**Run 1: cell sizes after repair**

(4 px per um)
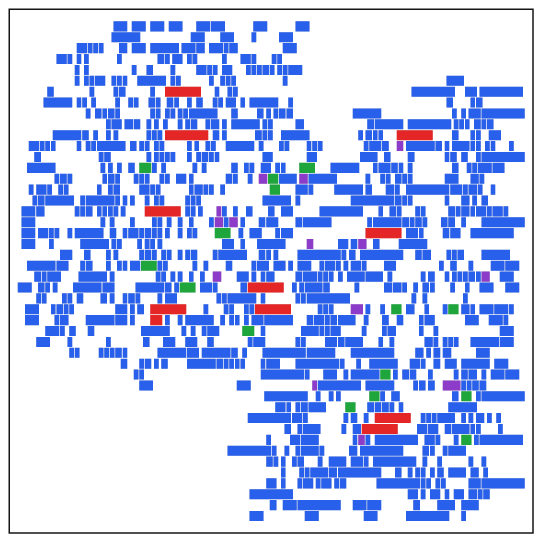
**Run 1: cell placement**

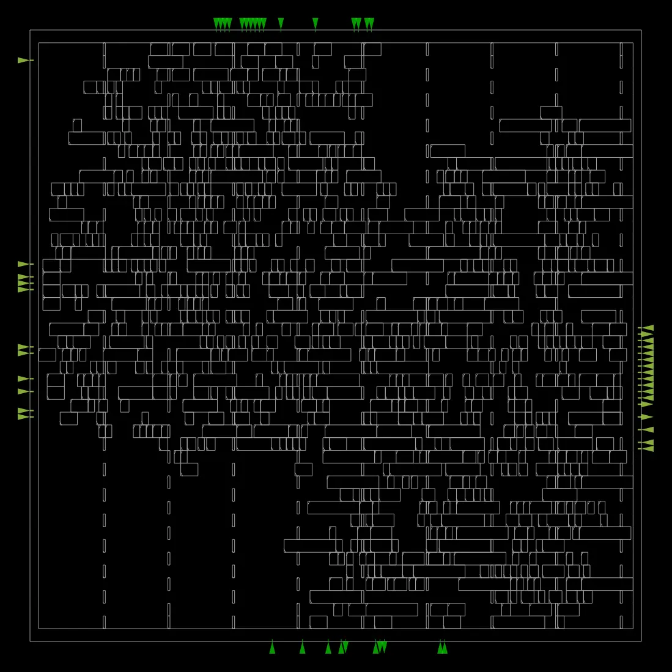
**Run 1: wiring by layer**

(4 px per um) Only two layers are drawn.
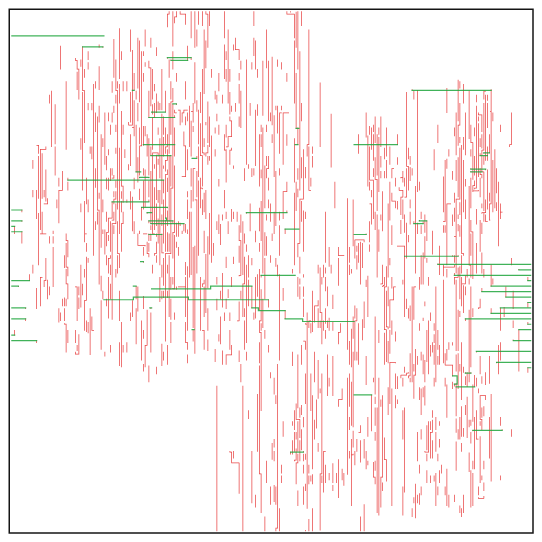
==> config.mk <==
export PLATFORM = sky130hd
export DESIGN_NAME = t1_idle_monitor
export DESIGN_NICKNAME = d
export VERILOG_FILES = /design/src/rtl/t1_idle_monitor.sv
export SDC_FILE = /design/constraint.sdc
export NUM_CORES = 1
export LEC_CHECK = 0
export ABC_AREA = 1
export CAP_MARGIN = 30
export CORE_MARGIN = 1.5
export CORE_UTILIZATION = 35
export CTS_CLUSTER_DIAMETER = 100
export DETAILED_ROUTE_END_ITERATION = 6
export RECOVER_POWER = 50
export SLEW_MARGIN = 20
export SYNTH_ARGS = -nofsm -noshare
export SYNTH_HDL_FRONTEND = slang
export SYNTH_SLANG_ARGS = --single-unit
==> constraint.sdc <==
create_clock -name clock -period 4.1 [get_ports clock]
set_input_delay 1.23 -clock clock [delete_from_list [all_inputs] [get_ports clock]]
set_output_delay 1.23 -clock clock [all_outputs]
set_load 0.05 [all_outputs]
==> Changelog: implementation, run 1 <==
## Flow update

- Outcome: completed
- Post-route setup TNS: 0 ps
- Final Hold Viols: 0
- Pin count of the biggest net entering global routing: 40
- Die H: 131 um
- Crit-path slowest cell: dlygate4sd3_1
- Rows: 46
- Worst Max-Slew Pin Slew: 737 ps
- Fin. max-slew vios: 0
- CP delay by family, top: buffers and inverters
- Mapped cell area: 5700 um^2
- Final ANT Viol Nets: 0
- Top cells by area: edfxtp_1 17%, nand2_1 16%, dfxtp_1 16%
- Inst Count DP: 1125
- Die Width: 131 um
- Worst Path Max Fanout: 7
- Clock transition at path regs: 70 ps
- Pwr/cell area: 294 nW/um^2
- Post-synth seq share: 0.327
- Leakage power: 0.00285 uW
- H-tree lvl count: 3
- Max_slew headroom: 0.509
Notes on 'cell sizes after repair' above:
green -> _3 and _4 cells  # cells 15
blue -> _0 and _1 cells  # cells 885
red -> _6 and larger  # cells 11
purple -> _2 cells  # cells 14
non-clock buffer count: 65
area grow syn2layout: 19.4%
Setup WS post-layout: 438 ps
final instance area: 6800 um^2

Notes on 'cell placement' above:
area of the core: 15900 um^2
final std cells w/o fill: 1141
flop count: 77

Notes on 'wiring by layer' above:
green -> metal 3  # wire length 500 um
red -> metal 2  # wire length 6670 um
via count: 5538
wire per inst: 13.0 um
routed wire length: 14900 um
All-Layer GR Usage: 0.185

==> run 1: routing by layer <==
metal,share of wire,global-route usage
met3,0.034,0.0248
met2,0.45,0.303
met5,0,0
met4,0.023,0.0724
met1,0.49,0.249
==> run 1: synth_stat cells, types with 3 or more instances <==
cell type,number
a21oi_1,49
xor2_1,16
o31ai_1,3
nand3b_1,16
xnor2_1,17
nand3_1,53
clkbuf_1,8
nand2_2,3
nand4_1,13
inv_2,3
dfxtp_1,45
nor2_1,154
nor4_1,12
o21bai_1,9
inv_1,84
nand2_1,248
o21ai_0,10
fa_1,3
edfxtp_1,32
nor3b_1,9
a21o_1,4
nor3_1,18
ha_1,22
==> run 1: final cells by class <==
type / instances / area, um^2
inverters: 87 / 327
flip-flops and latches: 77 / 1860
clock inverters: 7 / 73.8
clock buffers: 9 / 225
well taps: 216 / 270
repair buffers: 65 / 607
multi-input cells: 680 / 3440
fillers: 1683 / 9080
==> run 1: cells by family (layout without fill, tap and decap cells) <==
family / count (synthesis) / after routing / share of synthesized area
and+or+nand+nor: 539 / 539 / 0.411
AOI/OAI and AO/OA: 83 / 83 / 0.0843
buffers and inverters: 99 / 168 / 0.0683
xor gates and xnor gates: 33 / 33 / 0.0507
adders and majority gates: 25 / 25 / 0.0589
DFF: 77 / 77 / 0.327
==> run 1: tightest hold or removal path, stage by stage (launching register included) <==
cell	delay, ps
dfxtp_1	310
nand2_1	60
nor2_1	40
==> run 1: where the power goes <==
part           total, uW  leakage (uW)  switching (uW)  internal, uW
Sequential           876      0.000703            35.1           841
Combinational        298       0.00200             166           132
Clock                827      0.000146             353           474
==> run 2, diff against run 1 <==
- SKIP_CTS_REPAIR_TIMING: unset -> 1
**Run 2: nets reached from selected ports**

(2 px per um)
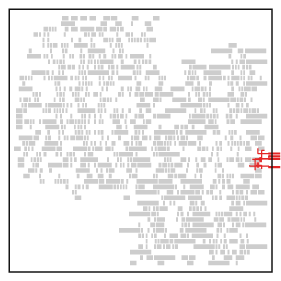
red -> busy  # bits 4, direction input, edge east, end cells 2, buffers 4, wire 53.8 um
I/O Pins: 54
IO buf count: 53

**Run 2: wiring by layer**

(4 px per um) Only two layers are drawn.
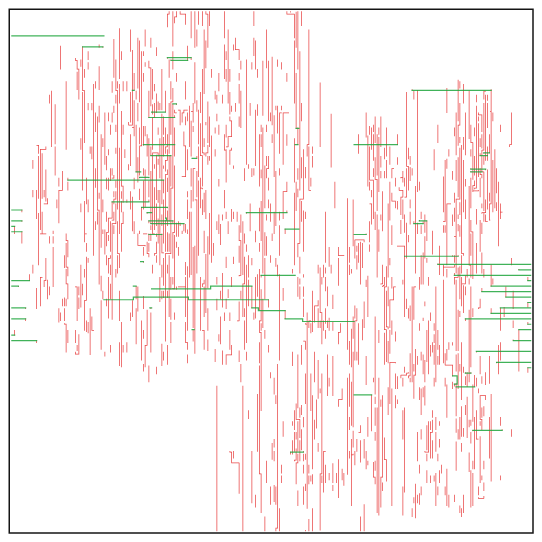
red -> metal 2  # wire length 6670 um
green -> metal 3  # wire length 500 um

==> run 2 against run 1 <==
Sequential share of layout area unchanged; register-to-register slack about the same; critical endpoint unchanged; first-iteration DRC count unchanged; global-route usage unchanged; sequential power about the same; total power unchanged.
==> Changelog: implementation, run 2 <==
## Flow update

- Die Width: 131 um
- Leakage power: 0.00285 uW
- DR WL met2: 6670 um
- Final ANT Viol Nets: 0
- Synthesized-area fraction occupied by adder cells: 0.0589
- H-tree lvl count: 3
- Area grow syn2layout: 19.4%
- Metal1 wirelength: 7350 um
- Simple share: 0.411
- Commonest cells post-synth: 248 x nand2_1, 154 x nor2_1, 84 x inv_1
- All-Layer GR Usage: 0.185
- Via count: 5538
- Worst Path Max Fanout: 7
- Mux area share: 0
- Dominant comb cell: simple AND/OR/NAND/NOR gates
- Pin count of the biggest net entering global routing: 40
- Xor+xnor area frac: 0.0507
- Final Hold Viols: 0
- Routed wire length: 14900 um
- Met3 Routed Length: 499 um
- Rows: 46
- Die H: 131 um
- Worst Max-Slew Pin Slew: 737 ps
- Post-synth seq share: 0.327
- Post-route setup TNS: 0 ps
- Clock transition at path regs: 70 ps
- Outcome: completed
[run 2: logic make-up (layout without fill, tap and decap cells)]
kind of cell	Yosys count	in the layout
and+or+nand+nor	539	539
buffers and inverters	99	168
AOI/OAI and AO/OA	83	83
DFF	77	77
xor gates and xnor gates	33	33
adders and majority gates	25	25
[run 2: stage by stage]
stage               area (um^2)  utilization  worst slack, ps  instances  power (uW)
floorplan                  5700            -              595        856        1070
global placement           6530        0.411              296       1125        1190
detailed placement         6530        0.411              248       1125        1200
CTS                        6820        0.430              600       1141        2020
global route               6800        0.428              176       1141        2100
finish                     6800        0.428              438       1141        2000
[run 2: power breakdown]
group / internal, uW / switching [uW]
registers: 841 / 35.1
clock network: 474 / 353
logic: 132 / 166
total: 1450 / 554
[run 2: area by class of cell]
type / count / area, um^2 / area share
clock inverter: 7 / 73.8 / 0.0108
clock buffer: 9 / 225 / 0.0331
sequential: 77 / 1860 / 0.274
inverter: 87 / 327 / 0.0480
tap: 216 / 270 / 0.0397
timing repair buffer: 65 / 607 / 0.0892
multi-input combinational: 680 / 3440 / 0.506
[run 2: worst max-delay path, stage by stage]
cell and delay, ps:
dlygate4sd3_1 600, clkbuf_1 170, clkinv_1 100, nand4_1 110
inv_1 150, ha_1 360, a21oi_1 160, nand2_1 80
nand2_1 70, nand2_1 50, a21oi_1 150, nor2_1 70
nor2_1 90, o21bai_1 80, or2_2 280, a21oi_1 120
[run 2: per-layer routing]
| layer | track usage | up-vias |
|---|---|---|
| li1 | - | 2924 |
| met1 | 0.249 | 2485 |
| met3 | 0.0248 | 20 |
| met2 | 0.303 | 109 |
| met5 | 0 | - |
| met4 | 0.0724 | 0 |
No activity file was given, so power comes from the tool's default toggle rates.
